==> src/rtl/adas_pkg.sv <==
// Shared types and parameter checks for the ADAS brake controller family.
// Holds the FSM state encoding used by the top and its debug port.
package adas_pkg;

    localparam int STATE_W = 3;

    typedef enum logic [STATE_W-1:0] {
        ST_IDLE    = 3'd0,
        ST_CONFIRM = 3'd1,
        ST_BRAKE   = 3'd2,
        ST_HOLD    = 3'd3,
        ST_FAULT   = 3'd4
    } adas_state_t;

    function automatic bit params_legal(
        input int n,
        input int th,
        input int c,
        input int h,
        input int f,
        input int ew
    );
        return (n >= 2) && (th >= 1) && (th <= n) &&
               (c >= 1) && (h >= 1) && (f >= 1) && (ew >= 1);
    endfunction

endpackage

==> src/rtl/adas_vote.sv <==
// K-of-N obstacle vote: popcount of the sensor vector against a threshold.
// Purely combinational so it can be replicated per zone.
module adas_vote
    import adas_pkg::*;
#(
    parameter int SENSOR_COUNT   = 3,
    parameter int VOTE_THRESHOLD = 2
) (
    input  logic [SENSOR_COUNT-1:0] sensor,
    output logic                    vote
);

    localparam int CW = $clog2(SENSOR_COUNT + 1);

    logic [CW-1:0] votes;

    always_comb begin
        votes = '0;
        for (int i = 0; i < SENSOR_COUNT; i++) begin
            votes = votes + CW'(sensor[i]);
        end
        vote = (votes >= CW'(VOTE_THRESHOLD));
    end

endmodule

==> src/rtl/adas_brake_controller.sv <==
// Clocked ADAS brake decision: voted threat, confirm delay, brake hold,
// latched fault mode and a saturating brake event counter.
module adas_brake_controller
    import adas_pkg::*;
#(
    parameter int SENSOR_COUNT       = 3,
    parameter int VOTE_THRESHOLD     = 2,
    parameter int CONFIRM_CYCLES     = 4,
    parameter int HOLD_CYCLES        = 8,
    parameter int FAULT_CLEAR_CYCLES = 16,
    parameter int EVENT_WIDTH        = 8
) (
    input  logic                    clock,
    input  logic                    reset,
    input  logic                    driver_break,
    input  logic [SENSOR_COUNT-1:0] sensor,
    input  logic                    adas_error,
    output logic                    vehicle_break,
    output logic                    adas_brake,
    output logic                    fault,
    output logic [STATE_W-1:0]      state,
    output logic [EVENT_WIDTH-1:0]  brake_events
);

    if (!params_legal(SENSOR_COUNT, VOTE_THRESHOLD, CONFIRM_CYCLES,
                      HOLD_CYCLES, FAULT_CLEAR_CYCLES, EVENT_WIDTH))
    begin : g_param_err
        $error("adas_brake_controller: illegal parameters");
    end

    localparam int CCW = $clog2(CONFIRM_CYCLES + 1);
    localparam int HCW = $clog2(HOLD_CYCLES + 1);
    localparam int FCW = $clog2(FAULT_CLEAR_CYCLES + 1);

    adas_state_t            state_q, state_d;
    logic [CCW-1:0]         confirm_q, confirm_d;
    logic [HCW-1:0]         hold_q, hold_d;
    logic [FCW-1:0]         clear_q, clear_d;
    logic [EVENT_WIDTH-1:0] events_q, events_d;
    logic                   brake_q, brake_d;
    logic                   fault_q, fault_d;
    logic                   event_hit;
    logic                   vote;
    logic                   qualify;

    adas_vote #(
        .SENSOR_COUNT   (SENSOR_COUNT),
        .VOTE_THRESHOLD (VOTE_THRESHOLD)
    ) u_vote (
        .sensor (sensor),
        .vote   (vote)
    );

    assign qualify = vote & ~adas_error;

    always_ff @(posedge clock or posedge reset) begin
        if (reset) begin
            state_q   <= ST_IDLE;
            confirm_q <= '0;
            hold_q    <= '0;
            clear_q   <= '0;
            events_q  <= '0;
            brake_q   <= 1'b0;
            fault_q   <= 1'b0;
        end else begin
            state_q   <= state_d;
            confirm_q <= confirm_d;
            hold_q    <= hold_d;
            clear_q   <= clear_d;
            events_q  <= events_d;
            brake_q   <= brake_d;
            fault_q   <= fault_d;
        end
    end

    always_comb begin
        state_d   = state_q;
        confirm_d = confirm_q;
        hold_d    = hold_q;
        clear_d   = clear_q;
        event_hit = 1'b0;
        if (adas_error) begin
            state_d   = ST_FAULT;
            confirm_d = '0;
            hold_d    = '0;
            clear_d   = '0;
        end else begin
            unique case (state_q)
                ST_IDLE: begin
                    if (qualify) begin
                        if (CONFIRM_CYCLES == 1) begin
                            state_d   = ST_BRAKE;
                            event_hit = 1'b1;
                        end else begin
                            state_d   = ST_CONFIRM;
                            confirm_d = CCW'(1);
                        end
                    end
                end
                ST_CONFIRM: begin
                    if (!qualify) begin
                        state_d   = ST_IDLE;
                        confirm_d = '0;
                    end else if (confirm_q == CCW'(CONFIRM_CYCLES - 1)) begin
                        state_d   = ST_BRAKE;
                        confirm_d = '0;
                        event_hit = 1'b1;
                    end else begin
                        confirm_d = confirm_q + CCW'(1);
                    end
                end
                ST_BRAKE: begin
                    if (!qualify) begin
                        state_d = ST_HOLD;
                        hold_d  = HCW'(HOLD_CYCLES - 1);
                    end
                end
                ST_HOLD: begin
                    // A returning threat resumes the same brake episode.
                    if (qualify) begin
                        state_d = ST_BRAKE;
                        hold_d  = '0;
                    end else if (hold_q == '0) begin
                        state_d = ST_IDLE;
                    end else begin
                        hold_d = hold_q - HCW'(1);
                    end
                end
                ST_FAULT: begin
                    if (clear_q == FCW'(FAULT_CLEAR_CYCLES - 1)) begin
                        state_d = ST_IDLE;
                        clear_d = '0;
                    end else begin
                        clear_d = clear_q + FCW'(1);
                    end
                end
                default: begin
                    state_d = ST_IDLE;
                end
            endcase
        end
    end

    always_comb begin
        brake_d  = (state_d == ST_BRAKE) || (state_d == ST_HOLD);
        fault_d  = (state_d == ST_FAULT);
        events_d = events_q;
        if (event_hit && (events_q != '1)) begin
            events_d = events_q + EVENT_WIDTH'(1);
        end
    end

    assign adas_brake    = brake_q;
    assign fault         = fault_q;
    assign state         = state_q;
    assign brake_events  = events_q;
    assign vehicle_break = driver_break | brake_q;

endmodule
==> config.mk <==
export PLATFORM = sky130hd
export DESIGN_NAME = adas_brake_controller
export DESIGN_NICKNAME = d
export VERILOG_FILES = /design/src/rtl/adas_pkg.sv /design/src/rtl/adas_vote.sv /design/src/rtl/adas_brake_controller.sv
export SDC_FILE = /design/constraint.sdc
export NUM_CORES = 1
export LEC_CHECK = 0
export ABC_AREA = 1
export CAP_MARGIN = 20
export CORE_AREA = 2 2 58 114
export CTS_CLUSTER_DIAMETER = 120
export DETAILED_ROUTE_END_ITERATION = 10
export DIE_AREA = 0 0 60 116
export PLACE_DENSITY_LB_ADDON = 0.15
export SLEW_MARGIN = 20
export SYNTH_ARGS = -nofsm -noshare
export SYNTH_HDL_FRONTEND = slang
export SYNTH_SLANG_ARGS = --single-unit
==> constraint.sdc <==
create_clock -name clock -period 3.2 [get_ports clock]
set_input_delay 0.96 -clock clock [delete_from_list [all_inputs] [get_ports clock]]
set_output_delay 0.96 -clock clock [all_outputs]
set_load 0.02 [all_outputs]
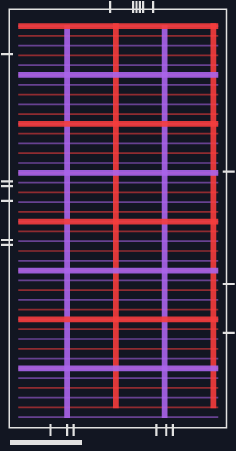
Figure 1: run 1, power grid.
The bar under the picture is 20 um long. Pins as bars on the die edge.
Key: VSS = purple; VDD = red
4 straps on met4. The core has 40 rows. 8 straps on met5. 41 met1 rails follow the rows.
VDD IR max: 0.175 mV
core area: 6060 um2
die y size: 116 um

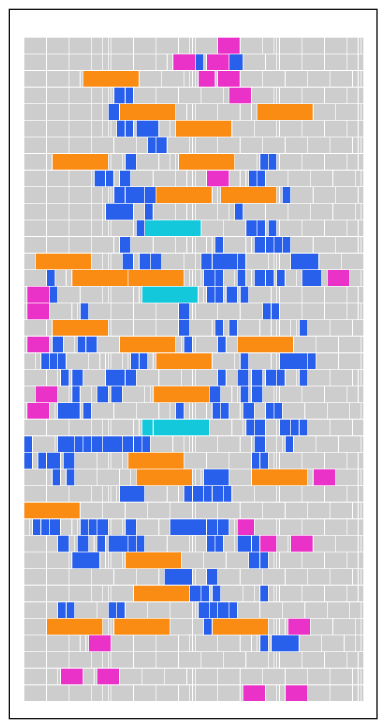
Figure 2: run 1, cells colored by class.
Fill, decap, tap and diode cells in gray.
Key: flops = orange [cells 25]; other buffers and delay cells = magenta [cells 23]; clock drivers and dummy loads = cyan [cells 4]; combinational and other logic = blue [cells 171]
Seq/total area: 33.3%
std cell rows: 40
post-route cell area: 1880 um2

==> impl_metrics.csv, run 1 <==
group,metric,value,unit
pwr,p_sw,0.000166,W
finish,num-nonclk-buffers,23,
logic_synthesis,top_cell,"nand2_1",
logic_synthesis,ys_cells,197,
clock_network,clockBufferDepth,2,
pwr,p_leak,0.945,nW
global_route,use_met2,21.3,%
finish,sh_comb_area,39.7,%
finish,ff_latch_area,626,um2
final_timing,setup_ws,97.8,ps
critical_path,required,2240,ps
final_timing,finalCritPeriodShare,96.9,%
logic_synthesis,async_reset_ff_share,100,%
status,status,"finished clean",
floorplan,ios,21,
critical_path,reg2reg_depth,6,
worst_hold_path,hold_path_depth,2,
critical_path,r2r-start,"confirm_q[0]$_DFFE_PP0P_",
logic_synthesis,mappedNetlistArea,1470,um2
logic_synthesis,syn_inst,197,
place,place_area,1800,um2
clock_network,post-cts-setup-buffers,0,
global_route,antenna_found_initial,0,
finish,drive_above_1_share,7.17,%
final_timing,final-setup-viol-count,0,
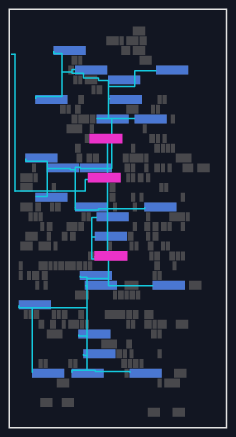
Figure 3: run 1, clock network drawn from the DEF.
Key: clock wires = cyan [length 407 um]; clock drivers = magenta [count 3]; flip-flops = blue [count 25]
There are 4 routed clock nets.
skew final: 3.49 ps
clock group share of total power: 42.2%
clk_lat worst skew: 260 ps

## run 1: placed cells by master (no fill, tap or decap), drive strengths merged
cell type,count
nand3,33
nand4,1
clkdlybuf4s50,20
dfrtp,25
inv,26
clkinv,1
or2,1
xnor2,2
nand3b,1
ha,6
buf,3
nand2,62
nor2,14
o21ai,12
clkbuf,3
a21oi,7
nor3,2
o211a,1
xor2,3
## run 1: state kept, by name, summed over array words and instances, names as in the netlist
name          count
clear_q           5
confirm_q         3
fault             1
brake_events      8
state             3
adas_brake        1
hold_q            4
## run 1: power groups by stage
stage               logic (W)  registers (W)  clock network (W)
CTS                 0.0000668       0.000331           0.000294
detailed placement  0.0000667       0.000337                  0
global placement    0.0000662       0.000337                  0
global route        0.0000763       0.000332           0.000308
finish              0.0000647       0.000330           0.000288
floorplan           0.0000423       0.000335                  0
--- run 2 (diff from run 1) ---
- SLEW_MARGIN: 20 -> 25
==> impl_metrics.csv, run 2 <==
group,metric,value,unit
finish,seq_share,33.3,%
global_route,antenna_found_initial,0,
finish,layout_top_cell,"nand2_1",
finish,drive_above_1_share,7.17,%
logic_synthesis,syn_inst,197,
clock_network,clockBufferDepth,2,
floorplan,ios,21,
pwr,p_leak,0.945,nW
finish,sh_comb_area,39.7,%
finish,final_cell_mix,"nand2_1 (59), nand3_1 (32), dfrtp_1 (25)",
global_route,use_met2,21.3,%
logic_synthesis,async_reset_ff_share,100,%
critical_path,reg2reg_depth,6,
critical_path,r2r-start,"confirm_q[0]$_DFFE_PP0P_",
finish,largest_reg_flops,8,
critical_path,required,2240,ps
status,status,"finished clean",
worst_hold_path,hold_path_depth,2,
final_timing,fin_worst_skew,3.49,ps
floorplan,core_area,6060,um2
final_timing,setup_ws,97.8,ps
clock_network,post-cts-setup-buffers,0,
finish,ff_latch_area,626,um2
logic_synthesis,top_cell,"nand2_1",
## run 2: logic make-up after synthesis
| kind of cell | Yosys count | synth area share, % |
|---|---|---|
| buffers and inverters | 27 | 6.88 |
| AND/OR/NAND/NOR | 114 | 35.4 |
| adder cells (fa/ha/maj) | 6 | 5.10 |
| AND-OR/OR-AND | 20 | 7.14 |
| flip-flops | 25 | 42.5 |
| XOR/XNOR | 5 | 2.97 |
## run 2: worst max-delay path, stage by stage
cell             delay [ps]
clkdlybuf4s50_1         380
or2_2                   260
clkdlybuf4s50_1         530
## run 2: power by group
group	internal (W)	leakage (nW)	total, W	switching (W)
clock	0.000169	0.0409	0.000288	0.000119
combinational	0.0000254	0.574	0.0000647	0.0000393
sequential	0.000323	0.330	0.000330	0.00000710
total	0.000518	0.945	0.000683	0.000166
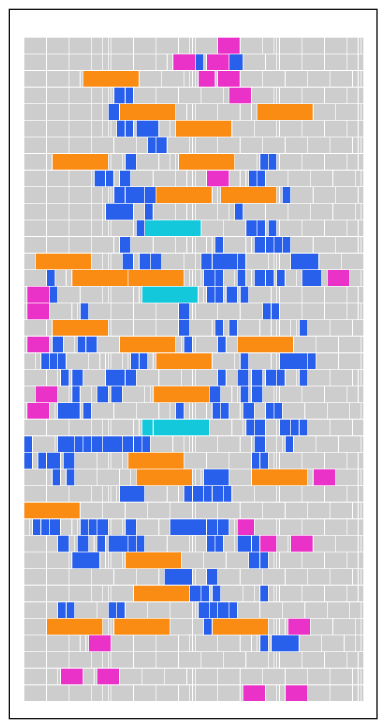
Figure 4: run 2, cells colored by class.
Fill, decap, tap and diode cells in gray.
Key: clock drivers and dummy loads = cyan [cells 4]; combinational and other logic = blue [cells 171]; flops = orange [cells 25]; other buffers and delay cells = magenta [cells 23]
final core occ: 31.0%

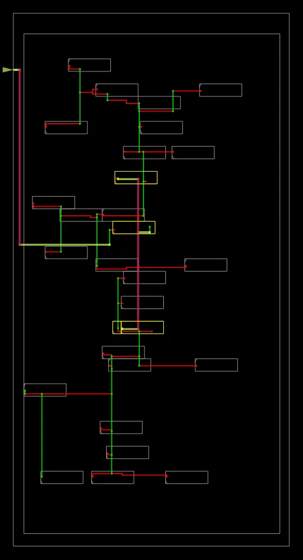
Figure 5: run 2, the clock network.
clock sink count: 25
CTS Buf Count: 3
Clock group: 0.000288 W
# clk buffers: 3

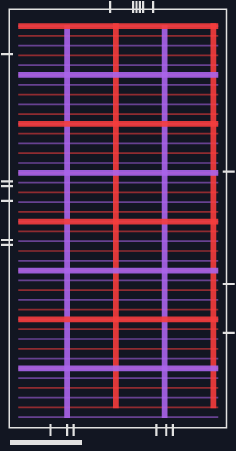
Figure 6: run 2, power grid.
The bar under the picture is 20 um long. Pins as bars on the die edge.
Key: VDD = red; VSS = purple
41 met1 rails follow the rows. 4 straps on met4. 21 signal pins sit on the boundary. 8 straps on met5. The core has 40 rows.
Die X: 60 um

--- run 3 (diff from run 2) ---
--- a/config.mk
+++ b/config.mk
@@ -12,5 +12,7 @@
 export DETAILED_ROUTE_END_ITERATION = 10
 export DIE_AREA = 0 0 60 116
+export HOLD_SLACK_MARGIN = 0.06
 export PLACE_DENSITY_LB_ADDON = 0.15
+export SKIP_CTS_REPAIR_TIMING = 1
 export SLEW_MARGIN = 25
 export SYNTH_ARGS = -nofsm -noshare
==> constraint.sdc (replaced) <==
create_clock -name clock -period 3.2 [get_ports clock]
set_input_delay 0.96 -clock clock [delete_from_list [all_inputs] [get_ports clock]]
set_output_delay 0.96 -clock clock [all_outputs]
set_load 0.1 [all_outputs]
==> impl_metrics.csv, run 3 <==
group,metric,value,unit
status,status,"finished clean",
logic_synthesis,async_reset_ff_share,100,%
worst_hold_path,hold_path_depth,2,
logic_synthesis,aoi_share,7.14,%
final_timing,rsz0062_at_grt,"no",
pwr,p_seq_share,48.1,%
pwr,intPower,0.000520,W
clock_network,clock_sinks,25,
pwr,comb_power_share,10.3,%
floorplan,ios,21,
logic_synthesis,top_cell,"nand2_1",
pwr,p_leak,0.969,nW
pwr,pg_comb,0.0000703,W
critical_path,critical_path.top_delay_family,"buffers and inverters",
finish,drive_above_1_share,13.5,%
finish,seq_share,33.7,%
pwr,power_leader,"registers",
critical_path,required,2240,ps
floorplan,die_w,60,um
pwr,p_seq,0.000330,W
critical_path,r2r-start,"confirm_q[0]$_DFFE_PP0P_",
critical_path,crit_path_top_delay_cell,"clkdlybuf4s50_1",
logic_synthesis,ff_type,"dfrtp_1",
logic_synthesis,syn_inst,197,
critical_path,cp_slowest_stage_delay,380,ps
floorplan,row_count,40,
clock_network,numCtsBuffers,3,
logic_synthesis,synth.area.mux_share,0,%
logic_synthesis,synth.cellmix.simpleShare,35.4,%
logic_synthesis,ys_sh_xor,2.97,%
global_route,antenna_found_initial,0,
finish,layout_top_cell,"nand2_1",
logic_synthesis,ys_cells,197,
clock_network,clockBufferDepth,2,
finish,final_cell_mix,"nand2_1 (59), nand3_1 (32), dfrtp_1 (25)",
finish,sh_comb_area,40.2,%
place,dp_hpwl,2860,um
critical_path,worstPathCellList,"clkdlybuf4s50_1 > or2_2 > buf_12",
logic_synthesis,ys_top_logic_family,"simple AND/OR/NAND/NOR gates",
finish,nClkBuffers,3,
finish,ff_latch_area,626,um2
pwr,p_sw,0.000166,W
logic_synthesis,fa_ha_area_share,5.10,%
global_route,use_met2,21.6,%
final_timing,tightest_slew,458,ps
finish,largest_reg_flops,8,
critical_path,reg2reg_depth,6,
run 3: cell counts after synthesis:
No cell type changed its count.
run 3: per-layer routing:
| metal | vias to the layer above | wire, um |
|---|---|---|
| met3 | 2 | 74 |
| met1 | 604 | 1380 |
| met4 | 0 | 42 |
| li1 | 683 | - |
| met5 | - | 0 |
| met2 | 14 | 2070 |
run 3: through the flow:
stage / cell area (um2) / utilization (%) / setup slack (ps)
final: 1860 / 30.7 / 425
after global routing: 1860 / 30.7 / 415
after CTS: 1860 / 30.7 / 423
after detailed placement: 1770 / 29.3 / 408
after global placement: 1770 / 29.3 / 400
after floorplan: 1470 / - / 768
run 3: cell families after synthesis:
logic type | Yosys count
AOI/OAI and AO/OA | 20
xor gates and xnor gates | 5
adders and majority gates | 6
buffers and inverters | 27
DFF | 25
and+or+nand+nor | 114
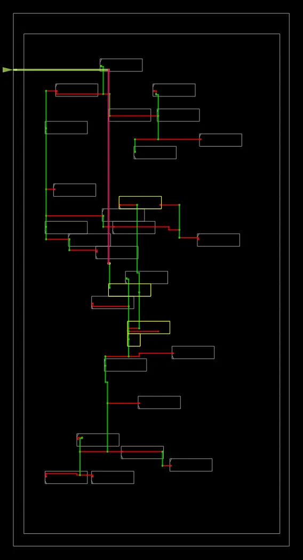
Figure 7: run 3, the clock network.
skew final: 6.30 ps
seq_cells: 25

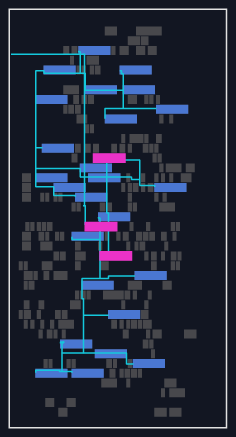
Figure 8: run 3, clock network drawn from the DEF.
Key: clock drivers = magenta [count 3]; clock wires = cyan [length 382 um]; flip-flops = blue [count 25]
There are 4 routed clock nets.
clock group share of total power: 41.6%
Clock group: 0.000285 W

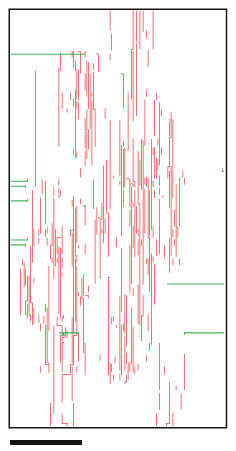
Figure 9: run 3, metal layers overlaid.
The bar under the picture is 20 um long. Two of the layers only.
Key: metal 2 = red [wire length 2070 um]; metal 3 = green [wire length 74.3 um]
Post-Route WL: 3570 um
routed len/inst: 11.6 um
GRT Util Overall: 11.7%
detailed-route via count: 1303

Power figures rest on the tool's default switching activity, not on a simulated workload.
